**src/rtl/drum_mac_acc.sv**
```systemverilog
// Accumulates a vector of unsigned DRUM products into a saturating ACC_W-bit sum.
// The result is presented through a valid/ready output handshake.
//
// state | meaning
// ------+-------------------------------------------------------------
// IDLE  | waiting for start; sampling len clears acc/ovf and loads cnt
// ACCUM | prod_ready=1; each transfer adds prod and decrements cnt
// HOLD  | out_valid=1; result held until out_ready
module drum_mac_acc #(
  parameter int ACC_W = 40,
  parameter int LEN_W = 8
) (
  input  logic             clk,
  input  logic             rst,
  input  logic             start,
  input  logic [LEN_W-1:0] len,
  input  logic             prod_valid,
  input  logic [31:0]      prod,
  output logic             prod_ready,
  output logic             out_valid,
  input  logic             out_ready,
  output logic [ACC_W-1:0] out_acc,
  output logic             out_ovf,
  output logic             busy
);

  typedef enum logic [1:0] {
    IDLE  = 2'd0,
    ACCUM = 2'd1,
    HOLD  = 2'd2
  } state_t;

  state_t           state;
  state_t           state_nxt;
  logic [ACC_W-1:0] acc;
  logic             ovf;
  logic [LEN_W-1:0] cnt;
  logic             xfer;
  logic             load;
  logic [ACC_W:0]   sum;

  assign load = (state == IDLE) && start;
  assign xfer = (state == ACCUM) && prod_valid;
  assign sum  = {1'b0, acc} + {{(ACC_W + 1 - 32){1'b0}}, prod};

  always_comb begin
    state_nxt = state;
    case (state)
      IDLE: begin
        if (start) state_nxt = (len == '0) ? HOLD : ACCUM;
      end
      ACCUM: begin
        if (prod_valid && (cnt == LEN_W'(1))) state_nxt = HOLD;
      end
      HOLD: begin
        if (out_ready) state_nxt = IDLE;
      end
      default: state_nxt = IDLE;
    endcase
  end

  always_ff @(posedge clk) begin
    if (rst) state <= IDLE;
    else     state <= state_nxt;
  end

  // Once ovf is set the sum stays pinned at all ones for the rest of the vector.
  always_ff @(posedge clk) begin
    if (rst) begin
      acc <= '0;
      ovf <= 1'b0;
      cnt <= '0;
    end else if (load) begin
      acc <= '0;
      ovf <= 1'b0;
      cnt <= len;
    end else if (xfer) begin
      cnt <= cnt - LEN_W'(1);
      if (sum[ACC_W] || ovf) begin
        acc <= '1;
        ovf <= 1'b1;
      end else begin
        acc <= sum[ACC_W-1:0];
      end
    end
  end

  assign prod_ready = (state == ACCUM);
  assign out_valid  = (state == HOLD);
  assign busy       = (state != IDLE);
  assign out_acc    = acc;
  assign out_ovf    = ovf;

endmodule

```
**config.mk**
```make
export PLATFORM = sky130hd
export DESIGN_NAME = drum_mac_acc
export DESIGN_NICKNAME = d
export VERILOG_FILES = /design/src/rtl/drum_mac_acc.sv
export SDC_FILE = /design/constraint.sdc
export NUM_CORES = 1
export LEC_CHECK = 0
export CORE_ASPECT_RATIO = 0.6
export CORE_MARGIN = 2
export CORE_UTILIZATION = 51
export DETAILED_ROUTE_END_ITERATION = 16
export HOLD_SLACK_MARGIN = 0.02
export PLACE_DENSITY = 0.78
export SYNTH_ARGS = -nofsm -noshare
export SYNTH_HDL_FRONTEND = slang
export SYNTH_SLANG_ARGS = --single-unit
```
**constraint.sdc**
```tcl
create_clock -name clk -period 4.4 [get_ports clk]
set_clock_uncertainty 0.05 [all_clocks]
set_input_delay 0.88 -clock clk [delete_from_list [all_inputs] [get_ports clk]]
set_output_delay 0.88 -clock clk [all_outputs]
set_load 0.01 [all_outputs]
```
==> impl_metrics.tcl <==
# metrics dict for downstream scripts
set metrics [dict create \
    cts.hold.buffers_added 0 \
    core_um2 7270 \
    overflow 0 \
    drc_errors 0 \
    max-clock-path-buffers 2 \
    static-leakage-power_nw 2.05 \
    finalMaxSlewViolations 0 \
    via_count 4165 \
    rsz0062_at_grt "false" \
    worst_setup_path_category "input pin to register" \
    core.rowCount 24 \
    synth_stat.cells 490 \
    timing.critical_path.from "prod[0]" \
    cts_root_buffer "sky130_fd_sc_hd__clkbuf_16" \
    vdd_ir_drop_max_mv 0.209 \
    synth-area-yosys_um2 3820 \
    top_library_cells_by_usage_in_the_layout_fill_and_taps_aside "88 x sky130_fd_sc_hd__clkdlybuf4s50_1, 60 x sky130_fd_sc_hd__a21oi_1, 54 x sky130_fd_sc_hd__o21ai_0, 51 x sky130_fd_sc_hd__dfxtp_1, 38 x sky130_fd_sc_hd__nor2_1" \
    yosys.cell_types.count 51 \
    seqCellArea_um2 1020 \
    clock_latency_of_the_later_clocked_register_in_the_worst_skew_pair_ns 0.30 \
    hold_class "register to register" \
    syn2layout_area_growth_pct 29.7 \
    worst_ep_required_time_ns 4.54 \
    cts_num_sinks 51 \
    setup_tns_ns 0 \
    filler_cell_count 620 \
    avgRoutedWirePerCell_um 17.5 \
    n_antenna_cell 0 \
    drv.max_cap_violation_count 0 \
    final_layout_top_logic_cell "sky130_fd_sc_hd__clkdlybuf4s50_1" \
    holdCritStartpoint "cnt[6]$_SDFFE_PP0P_" \
    peak_fanout_along_the_critical_path 8 \
    post_synth.cell_area_avg_um2 7.79 \
    maximum_operating_frequency_mhz 258 \
    fp.dieH_um 71.0 \
    enable_flop_cells 0 \
    grt_max_degree 39 \
    gp_congestion 0.961 \
    result_of_the_run "complete, no violations" \
    fp.dieW_um 116 \
    async_reset_ff_share_pct 0 \
    floorplan.io_pins 89 \
    finalHoldWorstSlack_ns 0.421 \
    finalCritPeriodShare_pct 88.2 \
    mi_logic_area_um2 2670 \
    post_synth_inst_count 490 \
    fp.dieArea_um2 8220 \
    slew_headroom_pct 39.2 \
    final_layout_size_suffix_gt1_share_pct 5.62 \
    port-buffer-count 88 \
    final_period_minus_worst_setup_slack_ns 3.88 \
    ys.flop_type "sky130_fd_sc_hd__dfxtp_1" \
    drt-vias-per-instance 6.19 \
    post-dp-hpwl_um 8950 \
]
[metal layers]
| layer | vias to the layer above | track usage [%] | share of wire, % |
|---|---|---|---|
| met5 | - | 0 | 0 |
| met4 | 0 | 5.56 | 0.64 |
| met3 | 8 | 5.91 | 9.7 |
| met2 | 216 | 37.2 | 37 |
| met1 | 1933 | 47.9 | 52 |
| li1 | 2008 | - | - |
[synth_stat cells, drive strengths merged (4+ instances only)]
cell    number  share of area (%)
a21oi       60                7.9
o21ai       57                7.7
dfxtp       51                 27
nor2        38                3.7
ha          34                 11
nand2       30                2.9
a31oi       24                4.3
a21o        23                4.5
clkbuf      23                2.3
nor3        16                2.1
xor2        15                3.4
xnor2       13                3.0
and3        11                1.8
inv         10               0.98
a211oi       8                1.8
nand3        8                1.0
a311oi       6                1.4
nand4        6               0.98
o211ai       5               0.98
a221oi       4               0.92
a31o         4               0.92
and2         4               0.66
[worst paths after layout]
check / end / slack, ns / depth (start not counted)
max: out_acc[35]$_SDFFE_PP0P_ / 0.52 / 12
min: cnt[6]$_SDFFE_PP0P_ / 0.42 / 2
max reg2reg: out_acc[35]$_SDFFE_PP0P_ / 1.21 / 11
min reg2reg: cnt[6]$_SDFFE_PP0P_ / 0.42 / 2
[worst max-delay path: stages]
cell	delay, ns
sky130_fd_sc_hd__clkdlybuf4s50_1	0.41
sky130_fd_sc_hd__ha_1	0.25
sky130_fd_sc_hd__fa_1	0.44
sky130_fd_sc_hd__a211oi_2	0.26
sky130_fd_sc_hd__o21ai_2	0.12
sky130_fd_sc_hd__o2111ai_2	0.26
sky130_fd_sc_hd__a211oi_2	0.14
sky130_fd_sc_hd__o2111ai_2	0.23
sky130_fd_sc_hd__a31oi_4	0.17
sky130_fd_sc_hd__a31o_1	0.25
sky130_fd_sc_hd__or4_1	0.47
sky130_fd_sc_hd__o211a_1	0.14
[final cells by class]
class                      count  share of cell area (%)
sequential                    51                    20.6
inverter                      10                   0.758
multi-input combinational    404                    53.9
clock buffer                   6                    2.81
clock inverter                 2                   0.329
tap                          104                    2.63
timing repair buffer          96                    19.0
[stage by stage]
stage	cell area, µm²	worst slack [ns]	std cells	util [%]
2_1_floorplan	3820	0.729	490	-
5_1_grt	4950	0.303	673	68.1
4_1_cts	4950	0.533	673	68.1
3_3_place_gp	4800	0.255	665	66.0
3_5_place_dp	4800	0.251	665	66.0
6_report	4950	0.518	673	68.1
[power breakdown]
part           leakage, nW  total (W)  switching [W]  internal, W
registers            0.414   0.000515      0.0000264     0.000489
clock network       0.0731   0.000418       0.000190     0.000228
logic                 1.57   0.000421       0.000233     0.000188
[sequential cells by signal, summed over array words and instances (netlist names)]
signal / cells
state: 2
cnt: 8
out_acc: 40
out_ovf: 1
[kinds of logic (layout without fill, tap and decap cells)]
kind of cell,count (synthesis),after routing,synth area share [%]
compound gates,211,211,35.4
simple gates,130,130,16.2
xor+xnor,28,28,6.42
buf+inv,35,114,3.57
flops,51,51,26.7
fa+ha+maj,35,35,11.7
Fig. 1: placement by cell class
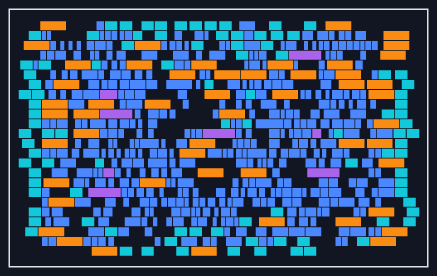
legend:
  purple:
    class: clock drivers and dummy loads
    cells: 8
  cyan:
    class: remaining buffers and delay cells
    cells: 96
  orange:
    class: sequential cells
    cells: 51
  blue:
    class: combinational and other logic
    cells: 414

Fig. 2: where the registers sit
Other sequential cells in the stronger gray, the rest of the logic in the fainter gray.
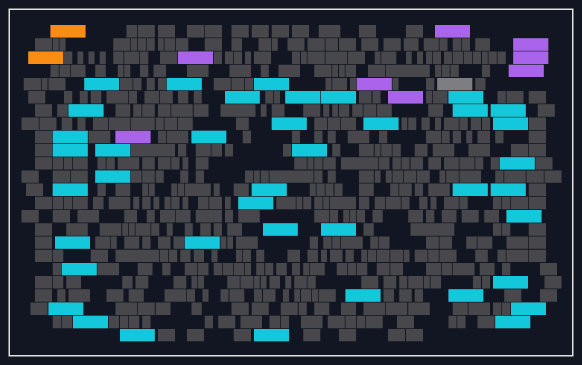
legend:
  cyan:
    signal: out_acc
    flops: 40
    where: spread over the die
  purple:
    signal: cnt
    flops: 8
  orange:
    signal: state
    flops: 2
not colored: 1

Fig. 3: clock wires, drivers and flops
Bar = 20 µm.
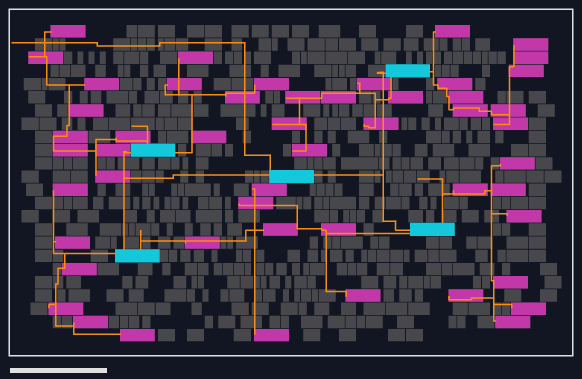
legend:
  orange:
    item: clock wires
    length: 727 µm
  cyan:
    item: clock drivers
    count: 5
  magenta:
    item: flip-flops
    count: 51
flops lie: spread over the die

Power and IR drop assume default switching activity.
